## src/rtl/uart_pkg.sv

```systemverilog
// Shared definitions for the UART receive path:
// FSM states, 8N1 frame constants and divider helper.
package uart_pkg;

   typedef enum logic [2:0] {
      IDLE  = 3'd0,
      START = 3'd1,
      DATA  = 3'd2,
      STOP  = 3'd3,
      BREAK = 3'd4
   } rx_state_t;

   localparam int   DATA_BITS  = 8;
   localparam int   STOP_BITS  = 1;
   localparam logic IDLE_LEVEL = 1'b1;

   function automatic int calc_div(input int clk_freq,
                                   input int baud,
                                   input int os);
      return clk_freq / (baud * os);
   endfunction

endpackage

```

## src/rtl/uart_baud_tick.sv

```systemverilog
// Oversample tick generator: counts 0..DIV-1 and
// pulses tick on the last count; clr realigns the phase.
module uart_baud_tick #(
   parameter int DIV = 325
) (
   input  logic sysclk,
   input  logic reset,
   input  logic clr,
   output logic tick
);

   localparam int CW = (DIV > 1) ? $clog2(DIV) : 1;
   localparam logic [CW-1:0] LAST = CW'(DIV - 1);

   logic [CW-1:0] cnt;

   assign tick = !clr && (cnt == LAST);

   // free-running divider, held at zero while cleared
   always_ff @(posedge sysclk or negedge reset) begin
      if (!reset)
         cnt <= '0;
      else if (clr || cnt == LAST)
         cnt <= '0;
      else
         cnt <= cnt + 1'b1;
   end

endmodule

```

## src/rtl/uart_rx_unit.sv

```systemverilog
// UART 8N1 receiver: sync, oversampled frame FSM,
// shift register and one-entry valid/ack holding buffer.
module uart_rx_unit
   import uart_pkg::*;
#(
   parameter int CLK_FREQ   = 50_000_000,
   parameter int BAUD       = 9600,
   parameter int OVERSAMPLE = 16
) (
   input  logic       sysclk,
   input  logic       reset,
   input  logic       uart_rx,
   input  logic       rx_ack,
   output logic [7:0] rx_data,
   output logic       rx_valid,
   output logic       rx_overrun,
   output logic       rx_frame_err
);

   localparam int DIV = calc_div(CLK_FREQ, BAUD, OVERSAMPLE);
   localparam int TW  = $clog2(OVERSAMPLE);
   localparam logic [TW-1:0] HALF = TW'(OVERSAMPLE / 2 - 1);
   localparam logic [TW-1:0] FULL = TW'(OVERSAMPLE - 1);
   localparam logic [2:0] LAST_BIT = 3'(DATA_BITS - 1);

   rx_state_t     state, state_nxt;
   logic          sync1, rx_s;
   logic          tick;
   logic [TW-1:0] tick_cnt;
   logic [2:0]    bit_cnt;
   logic [7:0]    shift;
   logic          deliver;
   logic          half_pt, full_pt;
   logic          clr, cnt_rst, sample_en;
   logic          stop_good, stop_bad;
   logic          take;

   uart_baud_tick #(.DIV(DIV)) u_tick (
      .sysclk (sysclk),
      .reset  (reset),
      .clr    (clr),
      .tick   (tick)
   );

   assign half_pt = tick && (tick_cnt == HALF);
   assign full_pt = tick && (tick_cnt == FULL);

   // two-flop synchronizer, preset to the idle line level
   always_ff @(posedge sysclk or negedge reset) begin
      if (!reset) begin
         sync1 <= IDLE_LEVEL;
         rx_s  <= IDLE_LEVEL;
      end else begin
         sync1 <= uart_rx;
         rx_s  <= sync1;
      end
   end

   // FSM state register
   always_ff @(posedge sysclk or negedge reset) begin
      if (!reset)
         state <= IDLE;
      else
         state <= state_nxt;
   end

   // FSM next-state logic
   always_comb begin
      state_nxt = state;
      unique case (state)
         IDLE:  if (!rx_s) state_nxt = START;
         START: if (half_pt) state_nxt = rx_s ? IDLE : DATA;
         DATA:  if (full_pt && bit_cnt == LAST_BIT)
                   state_nxt = STOP;
         STOP:  if (full_pt) state_nxt = rx_s ? IDLE : BREAK;
         BREAK: if (rx_s) state_nxt = IDLE;
         default: state_nxt = IDLE;
      endcase
   end

   // FSM outputs: divider clear, counter restart, sampling strobes
   always_comb begin
      clr       = 1'b0;
      cnt_rst   = 1'b0;
      sample_en = 1'b0;
      stop_good = 1'b0;
      stop_bad  = 1'b0;
      unique case (state)
         IDLE: begin
            clr     = 1'b1;
            cnt_rst = 1'b1;
         end
         START: cnt_rst = half_pt;
         DATA: begin
            cnt_rst   = full_pt;
            sample_en = full_pt;
         end
         STOP: begin
            cnt_rst   = full_pt;
            stop_good = full_pt && rx_s;
            stop_bad  = full_pt && !rx_s;
         end
         BREAK: cnt_rst = 1'b1;
         default: clr = 1'b1;
      endcase
   end

   // tick and bit counters plus LSB-first shift register
   always_ff @(posedge sysclk or negedge reset) begin
      if (!reset) begin
         tick_cnt <= '0;
         bit_cnt  <= '0;
         shift    <= '0;
      end else begin
         if (cnt_rst)
            tick_cnt <= '0;
         else if (tick)
            tick_cnt <= tick_cnt + 1'b1;
         if (state != DATA)
            bit_cnt <= '0;
         else if (sample_en)
            bit_cnt <= bit_cnt + 1'b1;
         if (sample_en)
            shift[bit_cnt] <= rx_s;
      end
   end

   // a byte is accepted if the buffer is free or freed this cycle
   assign take = deliver && (!rx_valid || rx_ack);

   // holding register and sticky status flags
   always_ff @(posedge sysclk or negedge reset) begin
      if (!reset) begin
         deliver      <= 1'b0;
         rx_data      <= '0;
         rx_valid     <= 1'b0;
         rx_overrun   <= 1'b0;
         rx_frame_err <= 1'b0;
      end else begin
         deliver <= stop_good;
         if (take)
            rx_data <= shift;
         if (take)
            rx_valid <= 1'b1;
         else if (rx_ack)
            rx_valid <= 1'b0;
         if (deliver && rx_valid && !rx_ack)
            rx_overrun <= 1'b1;
         else if (rx_ack)
            rx_overrun <= 1'b0;
         if (stop_bad)
            rx_frame_err <= 1'b1;
         else if (rx_ack)
            rx_frame_err <= 1'b0;
      end
   end

endmodule

```

## config.mk

```make
export PLATFORM = sky130hd
export DESIGN_NAME = uart_rx_unit
export DESIGN_NICKNAME = d
export VERILOG_FILES = /design/src/rtl/uart_pkg.sv /design/src/rtl/uart_baud_tick.sv /design/src/rtl/uart_rx_unit.sv
export SDC_FILE = /design/constraint.sdc
export NUM_CORES = 1
export LEC_CHECK = 0
export CAP_MARGIN = 5
export CORE_UTILIZATION = 30
export DETAILED_ROUTE_END_ITERATION = 10
export PLACE_DENSITY_LB_ADDON = 0.1
export SKIP_CTS_REPAIR_TIMING = 1
export SLEW_MARGIN = 20
export SYNTH_ARGS = -nofsm -noshare
export SYNTH_HDL_FRONTEND = slang
export SYNTH_SLANG_ARGS = --single-unit
```

## constraint.sdc

```tcl
create_clock -name sysclk -period 6 [get_ports sysclk]
set_input_delay 0.6 -clock sysclk [delete_from_list [all_inputs] [get_ports sysclk]]
set_output_delay 0.6 -clock sysclk [all_outputs]
set_load 0.02 [all_outputs]
```

run_1/detail.png
Region (21, 21) to (61, 61) um. Cells in gray, sequential cells in the stronger gray; small squares are vias.
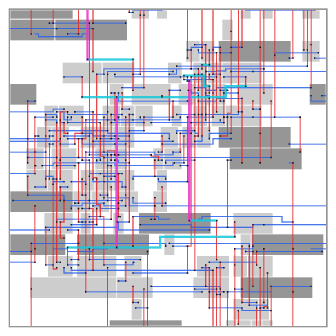
- metal 1: blue
- metal 4: magenta
- metal 3: cyan
- metal 2: red
- most frequent: dfrtp_1 (10), nand3_1 (8), nand2_1 (6)
- sequential cells in the window: 11
- cells with their middle in the window: 78
- netlist names of flops here include: `state` (3), `u_tick.cnt` (3), `shift` (2)

run_1/clocks.png
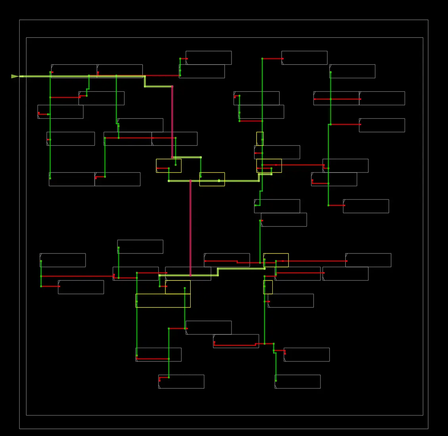
clkbuf count: 6
worst skew pair latency: 0.29 ns
sequential cell count: 41

==> job_summary.md, run 1 <==
## PnR job results

| Metric | Value |
|---|---|
| First-pass GRT wire length | 6.341 mm |
| Status | completed |
| Hpwl dp | 2.671 mm |
| Num rows | 28 |
| Synth flops | 41 |
| Root buf cell | clkbuf_8 |
| Basic Gates by Area | 21.46% |
| Crit-path max cell delay | 0.54 ns |
| Layout area overhead | 15.98% |
| Hold crit path type | flip-flop to flip-flop |
| M2 GR Usage | 20.58% |
| Family with the most delay on the worst path | simple AND/OR/NAND/NOR gates |
| Max FFs per register | 9 |
| Post-synthesis mux area share | 9.794% |
| Log Warnings | 27 |
| Achievable frequency | 0.4687 GHz |
| Post-synth seq share | 52.96% |
| Gate power share | 1.6% |
| Mapped Avg Cell Area | 10.97 um^2 |
| Unique cell types | 36 |
| Number of enable flip-flop cells | 0 |
| Gr ovfl total | 0 |
run_1/clk_routes.png
Bar = 20 um.
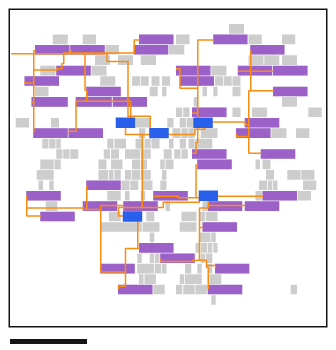
- clock drivers: blue (count 5)
- clock wires: orange (length 530 um)
- flip-flops: purple (count 41)
- routed clock nets: 6
- flops lie: all over the die
clk pwr: 217 uW
Clk pwr share: 43.1%
Final Skew: 0.008232 ns

==> run 1 -> run 2 <==
Clock period 6 ns to 1.9 ns, I/O delays scaled along.
run_2/clk_routes.png
Bar = 20 um.
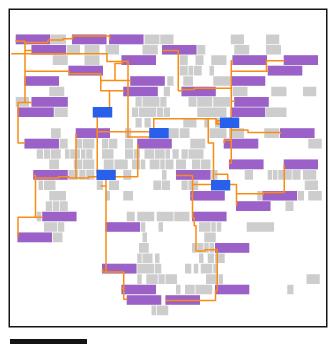
- clock wires: orange (length 560 um)
- flip-flops: purple (count 41)
- clock drivers: blue (count 5)
- flops lie: all over the die
- routed clock nets: 6
clk pwr: 553 uW
Final Skew: 0.002020 ns

==> run 2 against run 1 <==
Area after synthesis unchanged. Via count increased by 7.1%. Largest cell class unchanged. Critical path depth is 2 higher. Sequential cell count unchanged. Worst hold slack lost 0.059 ns. Highest routed layer unchanged. Combinational power increased to 4.2 times the previous value. Power grew to 2.9 times the previous value.
==> job_summary.md, run 2 <==
## PnR job results

| Metric | Value |
|---|---|
| Gr ovfl total | 0 |
| # Cells Yosys | 177 |
| Synth flops | 41 |
| Reg2reg end | shift[1] |
| Unique cell types | 36 |
| Pin slew with the least headroom to its limit | 0.5270 ns |
| Status | completed |
| Basic Gates by Area | 21.46% |
| Worst skew pair latency | 0.29 ns |
| Post-synthesis mux area share | 9.794% |
| Gate power share | 2.2% |
| M2 GR Usage | 21.65% |
| Hold crit path type | input port to flip-flop |
| Post-synth seq share | 52.96% |
| Achievable frequency | 0.5418 GHz |
| Area leader, netlist | dfrtp_1 |
| Clk pwr share | 37.7% |
| Root buf cell | clkbuf_8 |
| Number of enable flip-flop cells | 0 |
| First-pass GRT wire length | 6.941 mm |
| Met1 wire length | 1.982 mm |
| Layout area overhead | 25.39% |
| Hpwl dp | 3.004 mm |
| Max FFs per register | 9 |
| Mapped Avg Cell Area | 10.97 um^2 |
| Beginning of the worst hold path | uart_rx |
| Sequential cell count | 41 |
| Num rows | 28 |
==> run 2 -> run 3 <==
Settings changed: CORE_UTILIZATION 30 to 51.
run_3/clocks.png
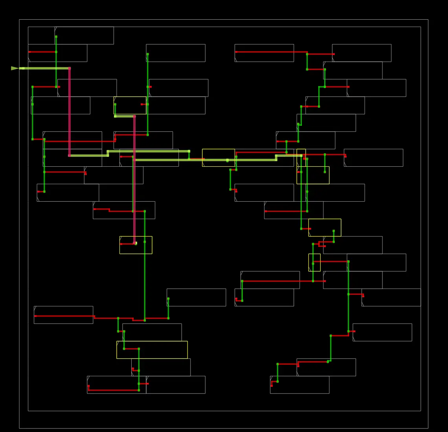
Final Skew: 0.007495 ns
Num Clock Sinks: 41
Num CTS Buffers: 5

==> run 3 against run 2 <==
Sequential power about the same. Synthesized cell count unchanged. Die area down 40%. Utilization up 25 points. Sequential share of layout area up 0.71 points. Via count up 1.1%. Maximum frequency down 0.92%. Wire length down 7.5%. Worst hold slack better by 0.029 ns. Power up 7.8%. Sequential cell count unchanged. Cell area down 1.6%. Largest cell class unchanged.
==> job_summary.md, run 3 <==
## PnR job results

| Metric | Value |
|---|---|
| Status | completed |
| Crit-path max cell delay | 0.47 ns |
| Family with the most delay on the worst path | simple AND/OR/NAND/NOR gates |
| Mapped Avg Cell Area | 10.97 um^2 |
| P_leak | 0.001074 uW |
| Beginning of the worst hold path | uart_rx |
| Pin slew with the least headroom to its limit | 0.4998 ns |
| Hold crit path type | input port to flip-flop |
| Unique cell types | 36 |
| First-pass GRT wire length | 6.548 mm |
| Post-Layout Inst Area | 0.002395 mm^2 |
| Gr ovfl total | 0 |
| Num rows | 22 |
| Gate power share | 1.9% |
| Clk pwr share | 42.4% |
| Max FFs per register | 9 |
| # Cells Yosys | 177 |
| Sequential cell count | 41 |
| Area leader, netlist | dfrtp_1 |
| Root buf cell | clkbuf_8 |
| Achievable frequency | 0.5368 GHz |
| Reg2reg end | shift[1] |
| Adder share | 3.222% |
| Clkbuf count | 6 |
| Layout area overhead | 23.32% |
| Max Root-Sink Buffers | 2 |
| Worst skew pair latency | 0.29 ns |
| Number of enable flip-flop cells | 0 |
| M2 GR Usage | 35.11% |
| Synth flops | 41 |

==> layout pictures side by side <==
M3 wires.
(a)
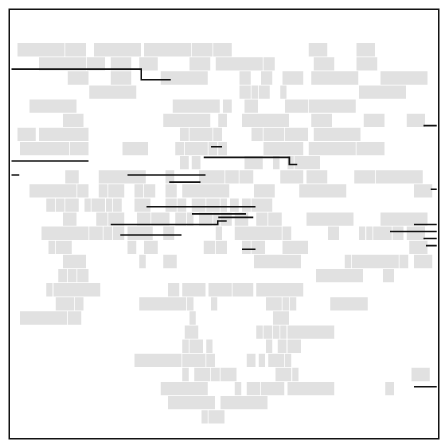
(b)
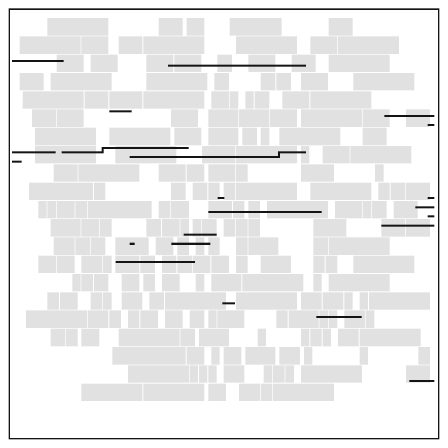
run 3: (b)
run 2: (a)

Key to (b):
- main direction: horizontal
- nets with wire on the layer: 18
- longest straight run: 22.1 um

Power is estimated from default activity; no workload was simulated.
